## config.mk

```make
export PLATFORM = sky130hd
export DESIGN_NAME = regfile_dump_reader
export DESIGN_NICKNAME = d
export VERILOG_FILES = /design/src/rtl/rf_dump_pkg.sv /design/src/rtl/regfile_dump_reader.sv
export SDC_FILE = /design/constraint.sdc
export NUM_CORES = 1
export LEC_CHECK = 0
export CAP_MARGIN = 10
export CORE_ASPECT_RATIO = 1.1
export CORE_MARGIN = 5
export CORE_UTILIZATION = 54
export DETAILED_ROUTE_END_ITERATION = 16
export PLACE_DENSITY = 0.95
export SYNTH_ARGS = -nofsm -noshare
export SYNTH_HDL_FRONTEND = slang
export SYNTH_SLANG_ARGS = --single-unit
```

## constraint.sdc

```tcl
create_clock -name clk -period 7 [get_ports clk]
set_input_delay 1.4 -clock clk [delete_from_list [all_inputs] [get_ports clk]]
set_output_delay 1.4 -clock clk [all_outputs]
set_load 0.05 [all_outputs]
```

## src/rtl/rf_dump_pkg.sv

```systemverilog
// Shared definitions for the register-file dump reader: FSM state encoding
// and the default geometry of the integer register file.
package rf_dump_pkg;

    localparam int DUMP_NUM_REGS = 32;
    localparam int DUMP_ADDR_W   = 5;
    localparam int DUMP_DATA_W   = 32;

    typedef enum logic [1:0] {
        IDLE    = 2'b00,
        FETCH   = 2'b01,
        PRESENT = 2'b10,
        DONE    = 2'b11
    } dump_state_e;

endpackage

```

## src/rtl/regfile_dump_reader.sv

```systemverilog
// Walks the register file through its spare read port and streams each
// register out over valid/ready, keeping a wrapping 32-bit checksum.
module regfile_dump_reader
    import rf_dump_pkg::*;
#(
    parameter int NUM_REGS = DUMP_NUM_REGS,
    parameter int ADDR_W   = DUMP_ADDR_W,
    parameter int DATA_W   = DUMP_DATA_W
) (
    input  logic              clk,
    input  logic              rst_n,
    input  logic              start,
    input  logic              abort,
    output logic [ADDR_W-1:0] rf_addr,
    input  logic [DATA_W-1:0] rf_rdata,
    output logic              out_valid,
    input  logic              out_ready,
    output logic [DATA_W-1:0] out_data,
    output logic [ADDR_W-1:0] out_addr,
    output logic              out_last,
    output logic              busy,
    output logic              done,
    output logic [DATA_W-1:0] checksum
);

    localparam logic [ADDR_W-1:0] LAST_IDX = ADDR_W'(NUM_REGS - 1);

    dump_state_e       state_q, state_d;
    logic [ADDR_W-1:0] index_q, index_d;
    logic [ADDR_W-1:0] rf_addr_q, rf_addr_d;
    logic [DATA_W-1:0] out_data_q, out_data_d;
    logic [ADDR_W-1:0] out_addr_q, out_addr_d;
    logic              out_last_q, out_last_d;
    logic              out_valid_q, out_valid_d;
    logic              busy_q, busy_d;
    logic              done_q, done_d;
    logic [DATA_W-1:0] checksum_q, checksum_d;

    // Next-state and datapath updates; abort outranks handshake and start.
    always_comb begin
        state_d     = state_q;
        index_d     = index_q;
        out_data_d  = out_data_q;
        out_addr_d  = out_addr_q;
        out_last_d  = out_last_q;
        out_valid_d = out_valid_q;
        checksum_d  = checksum_q;

        case (state_q)
            IDLE: begin
                out_valid_d = 1'b0;
                if (start && !abort) begin
                    index_d    = '0;
                    checksum_d = '0;
                    state_d    = FETCH;
                end else begin
                    state_d = IDLE;
                end
            end
            FETCH: begin
                if (abort) begin
                    out_valid_d = 1'b0;
                    state_d     = IDLE;
                end else begin
                    out_data_d  = rf_rdata;
                    out_addr_d  = index_q;
                    out_last_d  = (index_q == LAST_IDX);
                    out_valid_d = 1'b1;
                    state_d     = PRESENT;
                end
            end
            PRESENT: begin
                if (abort) begin
                    out_valid_d = 1'b0;
                    state_d     = IDLE;
                end else if (out_valid_q && out_ready) begin
                    checksum_d  = checksum_q + out_data_q;
                    out_valid_d = 1'b0;
                    if (out_last_q) begin
                        state_d = DONE;
                    end else begin
                        index_d = index_q + ADDR_W'(1);
                        state_d = FETCH;
                    end
                end else begin
                    state_d = PRESENT;
                end
            end
            DONE: begin
                out_valid_d = 1'b0;
                state_d     = IDLE;
            end
            default: begin
                out_valid_d = 1'b0;
                state_d     = IDLE;
            end
        endcase

        // Status outputs are registered from the upcoming state so they line
        // up with it; rf_addr is presented during the FETCH cycle only.
        if (state_d == FETCH) begin
            rf_addr_d = index_d;
        end else begin
            rf_addr_d = '0;
        end
        busy_d = (state_d != IDLE);
        done_d = (state_d == DONE);
    end

    // State and output registers.
    always_ff @(posedge clk or negedge rst_n) begin
        if (!rst_n) begin
            state_q     <= IDLE;
            index_q     <= '0;
            rf_addr_q   <= '0;
            out_data_q  <= '0;
            out_addr_q  <= '0;
            out_last_q  <= 1'b0;
            out_valid_q <= 1'b0;
            busy_q      <= 1'b0;
            done_q      <= 1'b0;
            checksum_q  <= '0;
        end else begin
            state_q     <= state_d;
            index_q     <= index_d;
            rf_addr_q   <= rf_addr_d;
            out_data_q  <= out_data_d;
            out_addr_q  <= out_addr_d;
            out_last_q  <= out_last_d;
            out_valid_q <= out_valid_d;
            busy_q      <= busy_d;
            done_q      <= done_d;
            checksum_q  <= checksum_d;
        end
    end

    assign rf_addr   = rf_addr_q;
    assign out_valid = out_valid_q;
    assign out_data  = out_data_q;
    assign out_addr  = out_addr_q;
    assign out_last  = out_last_q;
    assign busy      = busy_q;
    assign done      = done_q;
    assign checksum  = checksum_q;

endmodule

```

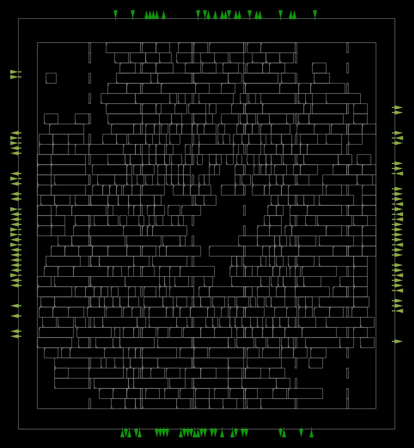
*Cell placement*
Rows: 36
sequential share of cell area: 33.9%

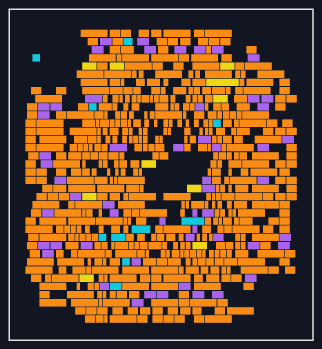
*Cell sizes after repair*
Drawn at 3 px/um.
Key: drive 3 to 4 = cyan [cells 10]; drive 1 or less = orange [cells 515]; drive 2 = purple [cells 54]; drive 6 and up = yellow [cells 10]
bufs w/o clock: 116
Final Cell Area: 0.00628 mm^2
Area Overhead vs Synth: 28.4%
Worst Setup Slack, final: 3.88 ns

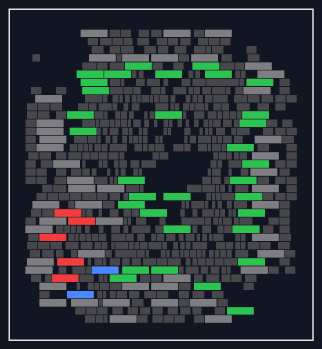
*Where the registers sit*
Drawn at 3 px/um. Other sequential cells in the stronger gray, the rest of the logic in the fainter gray.
Key: checksum = green [placed flops 32]; index_q = red [placed flops 5]; state_q = blue [placed flops 2]
final core occ: 70.8%
seq pwr: 0.604 mW
register area: 0.00213 mm^2

==> GITHUB_STEP_SUMMARY <==
## Synthesis and layout report

| Metric | Value |
|---|---|
| Area after DPL | 0.00609 mm^2 |
| First-pass GRT wire length | between 15000 and 20000 um |
| Type of the worst setup path | input pin to flop |
| Post-DP HPWL | ~9000 um |
| Post-Syn Instances | 477 |
| Combinational share of power | approximately two fifths |
| Hold Path Depth | 1 |
| Setup Skew | 0.0130 ns |
| Crit. End Element | flop |
| Num ports | about 120 |
| Clock Pin Slew Worst Setup and Hold Paths | approximately 0.090 ns |
| CTS Buf Count | 9 |
| Ys cells | between 400 and 500 |
| CP Buf/Inv Count | 1 |
| CP max-delay cell | nor4_1 |
| Avg WL per Cell | 17.2 um |
| Peak supply drop | ~150 uV |
| Prevailing post-synth register cell | dfrtp_1 |
| Mapped Area | just under 0.005 mm^2 |
| Post-synth ARST share | 100% |
| Power after layout | between 1.5 and 2 mW |
| Clk root buf | clkbuf_8 |
| Worst Setup Start Kind | input pin |
| Measured slew at the worst slew-check pin | about 1.1 ns |
| Chip area | between 0.01 and 0.015 mm^2 |
| R2R depth | 11 |
| Run status | finished clean |
| CTS tree | yes |
| Post-synth EDFFs | 0 |
| Min Tclk post-route | 3.12 ns |
| First-pass DRT Iterations | 5 |
| Sw Share | between 40% and 50% |
| Max stage delay on crit path | roughly 0.71 ns |
| Compound-Gate Fraction of Synth Area | about a fifth |
| Post-Synth Adder-Cell Area | under 10% |
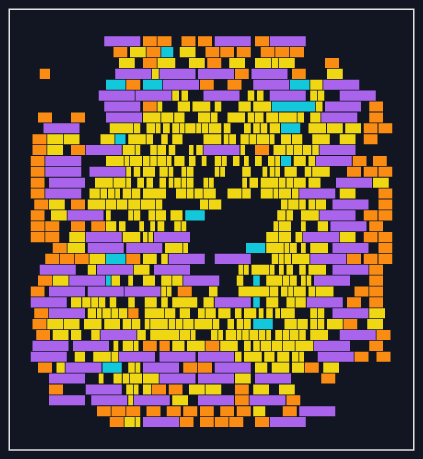
*Placement by cell class*
Drawn at 4 px/um.
Key: flops = purple [cells 85, share of their area 35%]; other buffers and delay cells = orange [cells 116, share of their area 19%]; clock drivers and dummy loads = cyan [cells 16, share of their area 3.1%]; all other logic = yellow [cells 372, share of their area 43%]
Core Region: 0.00887 mm^2

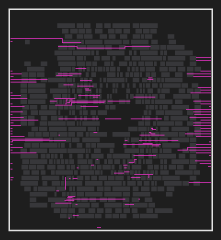
*Metal 3*
Drawn at 2 px/um. Cells faint in the background.
The wires run mostly horizontal. The longest straight run is 29.2 um. The layer carries 869 um of wire.
vias after detailed routing: 4120
final WL: 12100 um
met3 usage: 5.39%

worst paths after layout:
kind	startpoint	endpoint
max	out_ready	rf_addr[3]
min	checksum[31]	checksum[31]
max reg2reg	out_data[0]	checksum[24]
min reg2reg	checksum[31]	checksum[31]
max in group asynchronous	rst_n	checksum[2]
min in group asynchronous	rst_n	checksum[20]
synth_stat cells (all sizes together) (2+ instances only):
cell type	n
nor4	3
a21oi	36
o211ai	2
clkbuf	12
or3b	2
nand2	42
a31oi	8
nor3	6
nand2b	5
a211oi	4
o31ai	4
xnor2	14
a41oi	2
dfrtp	85
nor2	17
ha	33
o21ai	48
and2	2
buf	7
o41ai	3
and3	4
inv	12
o21a	5
o21bai	5
nand3	19
a21o	18
nand4	5
mux2	37
xor2	9
nor2b	5
and2b	2
or3	2
a22o	3
power groups by stage:
stage               registers [mW]  logic [mW]  clock network [mW]
global route                 0.613       0.714               0.370
global placement             0.610       0.650                   0
floorplan                    0.807       0.271                   0
detailed placement           0.614       0.668                   0
CTS                          0.604       0.671               0.348
finish                       0.604       0.672               0.344
stage by stage:
step / worst slack [ns] / std cells
5_1_grt: 3.67 / 703
4_1_cts: 3.92 / 703
6_report: 3.88 / 703
3_3_place_gp: 3.61 / 687
3_5_place_dp: 3.53 / 687
2_1_floorplan: 4.18 / 477
per-layer routing:
layer	global-route usage, %	up-vias	part of all wire, %
met3	5.39	26	7.2
met5	0	-	0
met2	37.2	169	49
li1	-	1960	-
met4	9.43	0	2.3
met1	28.5	1965	42
area by class of cell:
class / instances / area (um^2)
clock buffers: 10 / 128
clock inverters: 6 / 63.8
fillers: 617 / 2590
inverters: 12 / 45.0
multi-input cells: 360 / 2620
flip-flops and latches: 85 / 2130
well taps: 114 / 143
repair buffers: 116 / 1150
Power and IR drop assume default switching activity.
